Design dma_axil_regs, sky130hd; sources not shown.
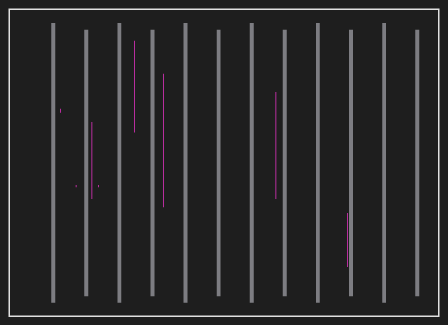
**Above:** run 1 (met4 routing).
Supply wires on this layer in grey.
- main direction: vertical
- wire length on this layer: 191 microns
- nets with wire on the layer: 5
detailed-route via count: 5138
total wirelength of the detailed-routed design: 21.4 mm

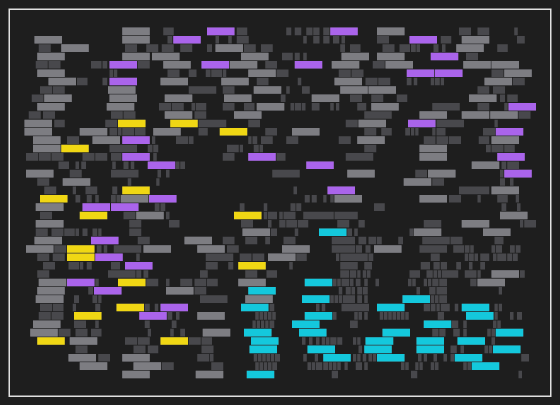
**Above:** run 1 (sequential cells grouped by signal name).
Other sequential cells in the stronger grey, the rest of the logic in the fainter grey.
- `c_len`: yellow (flops 16)
- `awAddr_q`: cyan (flops 30)
- `s_rdata`: purple (flops 32; where widely spread)
- not coloured: 105
Sequential Power: 0.746 mW
final design utilization: 0.463
proportion of cell area occupied by registers: 0.519
area of all sequential standard cells: 4580 sq um

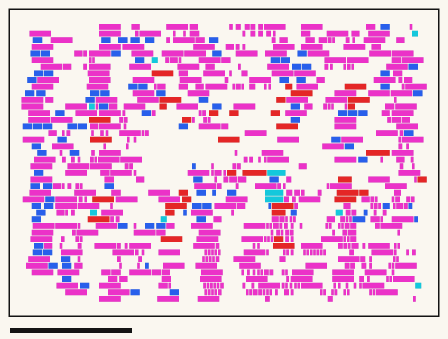
**Above:** run 1 (cell sizes after repair).
Scale bar: 50 microns.
- drive 3 to 4: cyan (cells 10; share 1.4%)
- drive 1 or less: magenta (cells 558; share 79%; most used dfrtp_1)
- drive 2: blue (cells 98; share 14%; most used mux2_2)
- drive 6 and up: red (cells 36; share 5.1%; most used clkbuf_16)
Plain + repair buffers: 40
finished layout cell area: 8820 sq um
area grow syn2layout: 12.3%

==> flow_summary.html, run 1 <==
<h3>Flow metrics</h3>
<table>
<tr><th>Metric</th><th>Value</th></tr>
<tr><th colspan="2">Outcome</th></tr>
<tr><td>Result of the run</td><td>finished, final reports clean</td></tr>
<tr><th colspan="2">Worst setup path</th></tr>
<tr><td>Arrival time of the worst setup path</td><td>2.37 ns</td></tr>
<tr><td>Worst setup path class</td><td>in -&gt; out</td></tr>
<tr><td>Highest fanout seen on the critical path</td><td>10</td></tr>
<tr><td>Cell depth of the worst flop-to-flop path</td><td>6</td></tr>
<tr><td>Crit path depth</td><td>2</td></tr>
<tr><td>Crit-path slowest cell</td><td>sky130_fd_sc_hd__nor3_1</td></tr>
<tr><td>CP bufs+invs</td><td>1</td></tr>
<tr><th colspan="2">Power</th></tr>
<tr><td>Post-layout total power</td><td>1.53 mW</td></tr>
<tr><td>Maximum resistive drop on vdd</td><td>75.2 uV</td></tr>
<tr><td>Leakage component of the power</td><td>4.13 nW</td></tr>
<tr><th colspan="2">STA</th></tr>
<tr><td>Setup repair after global routing missed its margin</td><td>no</td></tr>
<tr><td>Final sum of negative setup slack</td><td>0 ns</td></tr>
<tr><td>Worst max-slew margin expressed relative to the limit</td><td>0.482</td></tr>
<tr><td>Tcrit/Tclk final</td><td>0.348</td></tr>
<tr><td>Total of endpoints with negative setup slack in the final report</td><td>0</td></tr>
<tr><td>Upper clock frequency limit</td><td>230 MHz</td></tr>
<tr><th colspan="2">Final layout</th></tr>
<tr><td>Fraction of final layout cells sized beyond drive strength 1</td><td>0.205</td></tr>
<tr><td>Non-filler cells, final</td><td>966</td></tr>
<tr><td>Most frequent cells in the layout</td><td>sky130_fd_sc_hd__dfrtp_1 (183), sky130_fd_sc_hd__nand2_1 (133), sky130_fd_sc_hd__mux2_2 (87), sky130_fd_sc_hd__o21ai_0 (35), sky130_fd_sc_hd__mux2i_1 (35)</td></tr>
<tr><td>Antenna diode count</td><td>0</td></tr>
<tr><th colspan="2">Clock tree</th></tr>
<tr><td>Number of H-tree levels</td><td>4</td></tr>
<tr><td>Post-CTS Setup Repair Bufs</td><td>0</td></tr>
<tr><td>Number of gates resized after cts</td><td>0</td></tr>
<tr><td>TritonCTS clock tree</td><td>done</td></tr>
<tr><td>CTS Sinks</td><td>183</td></tr>
<tr><th colspan="2">Yosys</th></tr>
<tr><td>Count of yosys warnings during synthesis</td><td>0</td></tr>
<tr><td>Area leader, netlist</td><td>sky130_fd_sc_hd__dfrtp_1</td></tr>
<tr><td>Ys async rst share</td><td>1.00</td></tr>
<tr><td>Total of flip-flops plus latches after synthesis</td><td>183</td></tr>
<tr><td>Area share of the leading cell type in the synthesized netlist</td><td>0.583</td></tr>
<tr><td>Cell with the most instances after synthesis</td><td>sky130_fd_sc_hd__dfrtp_1</td></tr>
<tr><td>Average cell area after synthesis</td><td>11.8 sq um</td></tr>
<tr><td>Most instantiated cells after synthesis</td><td>sky130_fd_sc_hd__dfrtp_1 (183), sky130_fd_sc_hd__nand2_1 (133), sky130_fd_sc_hd__mux2_2 (87)</td></tr>
<tr><th colspan="2">Min path</th></tr>
<tr><td>Class of the most critical hold timing path</td><td>reg -&gt; reg</td></tr>
<tr><th colspan="2">Global routing</th></tr>
<tr><td>Number of antenna violations at the first check in global routing</td><td>2</td></tr>
<tr><td>Number of global-route vias before repair</td><td>5414</td></tr>
<tr><td>Wire length of the first global-routing pass</td><td>33.2 mm</td></tr>
<tr><td>Global-route usage over all layers</td><td>0.197</td></tr>
<tr><th colspan="2">Floorplanning</th></tr>
<tr><td>Top-Level Pins</td><td>228</td></tr>
<tr><td>Cell row count</td><td>42</td></tr>
<tr><td>Chip footprint</td><td>22000 sq um</td></tr>
<tr><td>Initial core utilization</td><td>0.412</td></tr>
<tr><th colspan="2">Route</th></tr>
<tr><td>Average wire per standard cell</td><td>22.1 microns</td></tr>
<tr><td>Number of violations reported at the end of detailed-routing iteration 0</td><td>213</td></tr>
<tr><td>DRC</td><td>0</td></tr>
<tr><th colspan="2">Place</th></tr>
<tr><td>IO Port Bufs</td><td>0</td></tr>
<tr><td>Placed cell areas</td><td>8260 sq um</td></tr>
</table>
-- run 1: per-layer routing --
layer / global-route usage / share of wire / vias up
met5: 0 / 0.00075 / -
met4: 0.0481 / 0.0089 / 4
met3: 0.0812 / 0.092 / 20
met2: 0.294 / 0.45 / 160
met1: 0.269 / 0.45 / 2588
li1: - / - / 2366
-- run 1: power breakdown --
group	switching [mW]	internal (mW)	leakage, nW
registers	0.0499	0.696	2.42
clock network	0.250	0.263	0.271
logic	0.167	0.102	1.44
total	0.467	1.06	4.13
-- run 1: cell type report --
cell class / instances / area (sq um)
fillers: 1733 / 10300
flip-flops and latches: 183 / 4580
multi-input cells: 436 / 3030
clock buffers: 17 / 425
well taps: 264 / 330
plain buffers: 38 / 219
clock inverters: 15 / 140
repair buffers: 2 / 55.1
inverters: 11 / 48.8
-- run 1: per-stage QoR --
stage / setup slack, ns / util / hold WS (ns)
2_1_floorplan: 5.39 / - / 0.346
5_1_grt: 8.09 / 0.463 / 0.389
3_3_place_gp: 3.55 / 0.429 / 0.361
4_1_cts: 8.15 / 0.462 / 0.380
6_report: 8.15 / 0.463 / 0.381
3_5_place_dp: 7.76 / 0.433 / 0.363
-- run 1: logic make-up after synthesis --
| kind of cell | share of synthesized area |
|---|---|
| flip-flops | 0.583 |
| AND/OR/NAND/NOR | 0.125 |
| buffers and inverters | 0.0325 |
| other | 0.000477 |
| multiplexers | 0.204 |
| AND-OR/OR-AND | 0.0551 |
**Run 1: routed clock nets over the placement**

Scale bar: 50 microns.
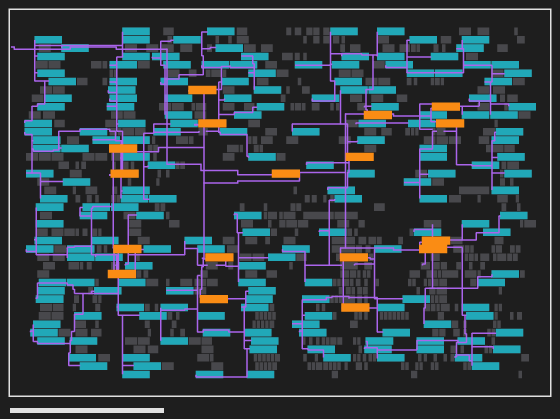

==> inputs of run 2 (changes only) <==
--- a/config.mk
+++ b/config.mk
@@ -14,7 +14,7 @@
 export DETAILED_ROUTE_END_ITERATION = 6
 export DONT_BUFFER_PORTS = 1
 export GPL_TIMING_DRIVEN = 0
-export PLACE_DENSITY = 0.51
+export PLACE_DENSITY = 0.53
 export SLEW_MARGIN = 40
 export SYNTH_ARGS = -nofsm -noshare
 export SYNTH_HDL_FRONTEND = slang
==> constraint.sdc (replaced) <==
create_clock -name clk -period 3.7 [get_ports clk]
set_clock_uncertainty 0.1 [all_clocks]
set_input_delay 0.555 -clock clk [delete_from_list [all_inputs] [get_ports clk]]
set_output_delay 0.555 -clock clk [all_outputs]
set_load 0.01 [all_outputs]
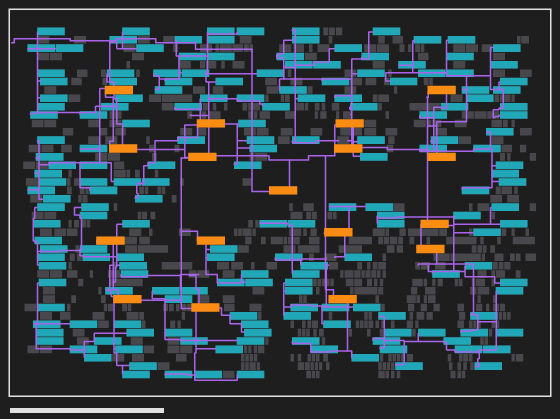
**Above:** run 2 (routed clock nets over the placement).
Scale bar: 50 microns.
- cells driving clock nets: orange (count 17)
- flip-flops: cyan (count 183)
- clock wires: purple (length 2280 microns)
- routed clock nets: 18
total clock network power: 1.78 mW
share of power burned in the clock network: 0.340
later-pin clock latency in the skew report: 0.43 ns

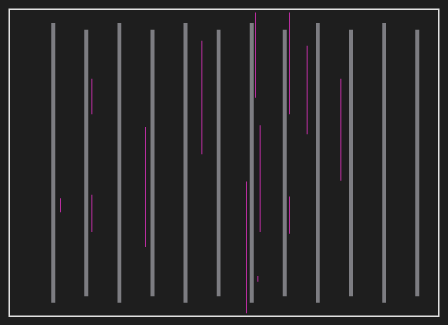
**Above:** run 2 (met4 routing).
Supply wires on this layer in grey.
- share of all routed wire: 1.8%
- main direction: vertical
total wirelength of the detailed-routed design: 22.1 mm
detailed-route via count: 5271

==> flow_summary.html, run 2 <==
<h3>Flow metrics</h3>
<table>
<tr><th>Metric</th><th>Value</th></tr>
<tr><th colspan="2">Place</th></tr>
<tr><td>Pre-CTS worst setup slack</td><td>0.246 ns (-7.52 ns)</td></tr>
<tr><td>IO Port Bufs</td><td>0 (unchanged)</td></tr>
<tr><th colspan="2">Yosys</th></tr>
<tr><td>Average cell area after synthesis</td><td>11.8 sq um (unchanged)</td></tr>
<tr><td>Ys async rst share</td><td>1.00 (unchanged)</td></tr>
<tr><td>Count of yosys warnings during synthesis</td><td>0 (unchanged)</td></tr>
<tr><td>Most instantiated cells after synthesis</td><td>sky130_fd_sc_hd__dfrtp_1 (183), sky130_fd_sc_hd__nand2_1 (133), sky130_fd_sc_hd__mux2_2 (87)</td></tr>
<tr><td>Cell with the most instances after synthesis</td><td>sky130_fd_sc_hd__dfrtp_1</td></tr>
<tr><td>Total of flip-flops plus latches after synthesis</td><td>183 (unchanged)</td></tr>
<tr><td>Area share of the leading cell type in the synthesized netlist</td><td>0.583 (unchanged)</td></tr>
<tr><th colspan="2">Power</th></tr>
<tr><td>Maximum resistive drop on vdd</td><td>259 uV (+240%)</td></tr>
<tr><td>Seq pwr share</td><td>0.482 (-0.006)</td></tr>
<tr><td>Power density over the cells</td><td>580 nW/um^2</td></tr>
<tr><td>Post-layout total power</td><td>5.23 mW (+240%)</td></tr>
<tr><td>Leakage component of the power</td><td>4.22 nW (+2.2%)</td></tr>
<tr><td>Cell internal pwr</td><td>3.66 mW (+250%)</td></tr>
<tr><td>Gate power share</td><td>0.178 (+0.002)</td></tr>
<tr><th colspan="2">STA</th></tr>
<tr><td>Worst max-slew margin expressed relative to the limit</td><td>0.470 (-0.0129)</td></tr>
<tr><td>Final sum of negative setup slack</td><td>0 ns (unchanged)</td></tr>
<tr><td>Upper clock frequency limit</td><td>287 MHz</td></tr>
<tr><td>Tcrit/Tclk final</td><td>0.942</td></tr>
<tr><td>Setup repair after global routing missed its margin</td><td>no</td></tr>
<tr><td>Total of endpoints with negative setup slack in the final report</td><td>0 (unchanged)</td></tr>
<tr><th colspan="2">Worst setup path</th></tr>
<tr><td>Highest fanout seen on the critical path</td><td>10 (unchanged)</td></tr>
<tr><td>Crit path depth</td><td>9 (+7)</td></tr>
<tr><td>Arrival time of the worst setup path</td><td>3.69 ns (+1.32 ns)</td></tr>
<tr><td>Cell depth of the worst flop-to-flop path</td><td>7 (+1)</td></tr>
<tr><td>Crit-path slowest cell</td><td>sky130_fd_sc_hd__nor4_4</td></tr>
<tr><th colspan="2">Final layout</th></tr>
<tr><td>Most frequent cells in the layout</td><td>sky130_fd_sc_hd__dfrtp_1 (183), sky130_fd_sc_hd__nand2_1 (132), sky130_fd_sc_hd__mux2_2 (87), sky130_fd_sc_hd__mux2i_1 (35), sky130_fd_sc_hd__o21ai_0 (34)</td></tr>
<tr><td>Antenna diode count</td><td>0 (unchanged)</td></tr>
<tr><td>Fill cells</td><td>1759 (+1.5%)</td></tr>
<tr><td>Area grow syn2layout</td><td>14.8%</td></tr>
<tr><td>Area of all sequential standard cells</td><td>4580 sq um (unchanged)</td></tr>
<tr><td>Fraction of final layout cells sized beyond drive strength 1</td><td>0.215 (+0.0104)</td></tr>
<tr><th colspan="2">Global routing</th></tr>
<tr><td>Number of antenna violations at the first check in global routing</td><td>1 (-1)</td></tr>
<tr><td>Global-route usage over all layers</td><td>0.204 (+0.00725)</td></tr>
<tr><td>Wire length of the first global-routing pass</td><td>34.1 mm (+2.6%)</td></tr>
<tr><th colspan="2">Clock tree</th></tr>
<tr><td>Number of H-tree levels</td><td>4 (unchanged)</td></tr>
<tr><td>CTS Sinks</td><td>183 (unchanged)</td></tr>
<tr><td>TritonCTS clock tree</td><td>done</td></tr>
<tr><td>Post-CTS Setup Repair Bufs</td><td>0 (unchanged)</td></tr>
<tr><th colspan="2">Route</th></tr>
<tr><td>Number of violations reported at the end of detailed-routing iteration 0</td><td>336 (+58%)</td></tr>
<tr><td>DRC</td><td>0 (unchanged)</td></tr>
<tr><th colspan="2">Floorplanning</th></tr>
<tr><td>Chip footprint</td><td>22000 sq um (unchanged)</td></tr>
<tr><td>Cell row count</td><td>42 (unchanged)</td></tr>
<tr><td>Top-Level Pins</td><td>228 (unchanged)</td></tr>
<tr><th colspan="2">Outcome</th></tr>
<tr><td>Result of the run</td><td>finished, final reports clean</td></tr>
</table>
-- run 2: cell counts after synthesis --
Identical to the previous run, type by type.
-- run 2: kinds of logic after synthesis --
kind of cell	share of synthesized area
other cells	0.000477
buf+inv	0.0325
simple gates	0.125
mux	0.204
flops	0.583
compound gates	0.0551
-- run 2: metal layers --
metal	global-route usage	vias to the layer above	part of all wire
met5	0	-	0.00036
met4	0.0646	2	0.018
met3	0.0833	31	0.10
met2	0.298	203	0.44
met1	0.279	2653	0.44
li1	-	2382	-
-- run 2: what timing repair did --
item / 4_1_cts / 5_1_grt
endpoints found under the hold margin: 6 / 0
setup endpoints to repair: 0 / 1
hold buffers: 1 / 0
gates resized: 0 / 1
-- run 2: cell type report --
type                    instances  area share
flip-flops and latches        183       0.508
multi-input cells             436       0.336
clock buffers                  17      0.0472
well taps                     264      0.0366
repair buffers                 10      0.0269
plain buffers                  38      0.0254
clock inverters                15      0.0155
inverters                      11     0.00499
-- run 2: metrics by stage --
stage,instances,cell area [sq um]
after floorplan,668,7870
final,974,9020
after detailed placement,941,8440
after global routing,974,9020
after global placement,932,8200
after CTS,974,9020
-- run 2: power groups by stage --
| stage | logic [mW] | registers, mW | clock network [mW] |
|---|---|---|---|
| after floorplan | 0.698 | 2.51 | 0 |
| after global placement | 0.855 | 2.54 | 0 |
| after detailed placement | 0.939 | 2.55 | 0 |
| after CTS | 0.941 | 2.52 | 1.82 |
| after global routing | 1.06 | 2.56 | 1.91 |
| final | 0.932 | 2.52 | 1.78 |
Power figures rest on the tool's default switching activity, not on a simulated workload.
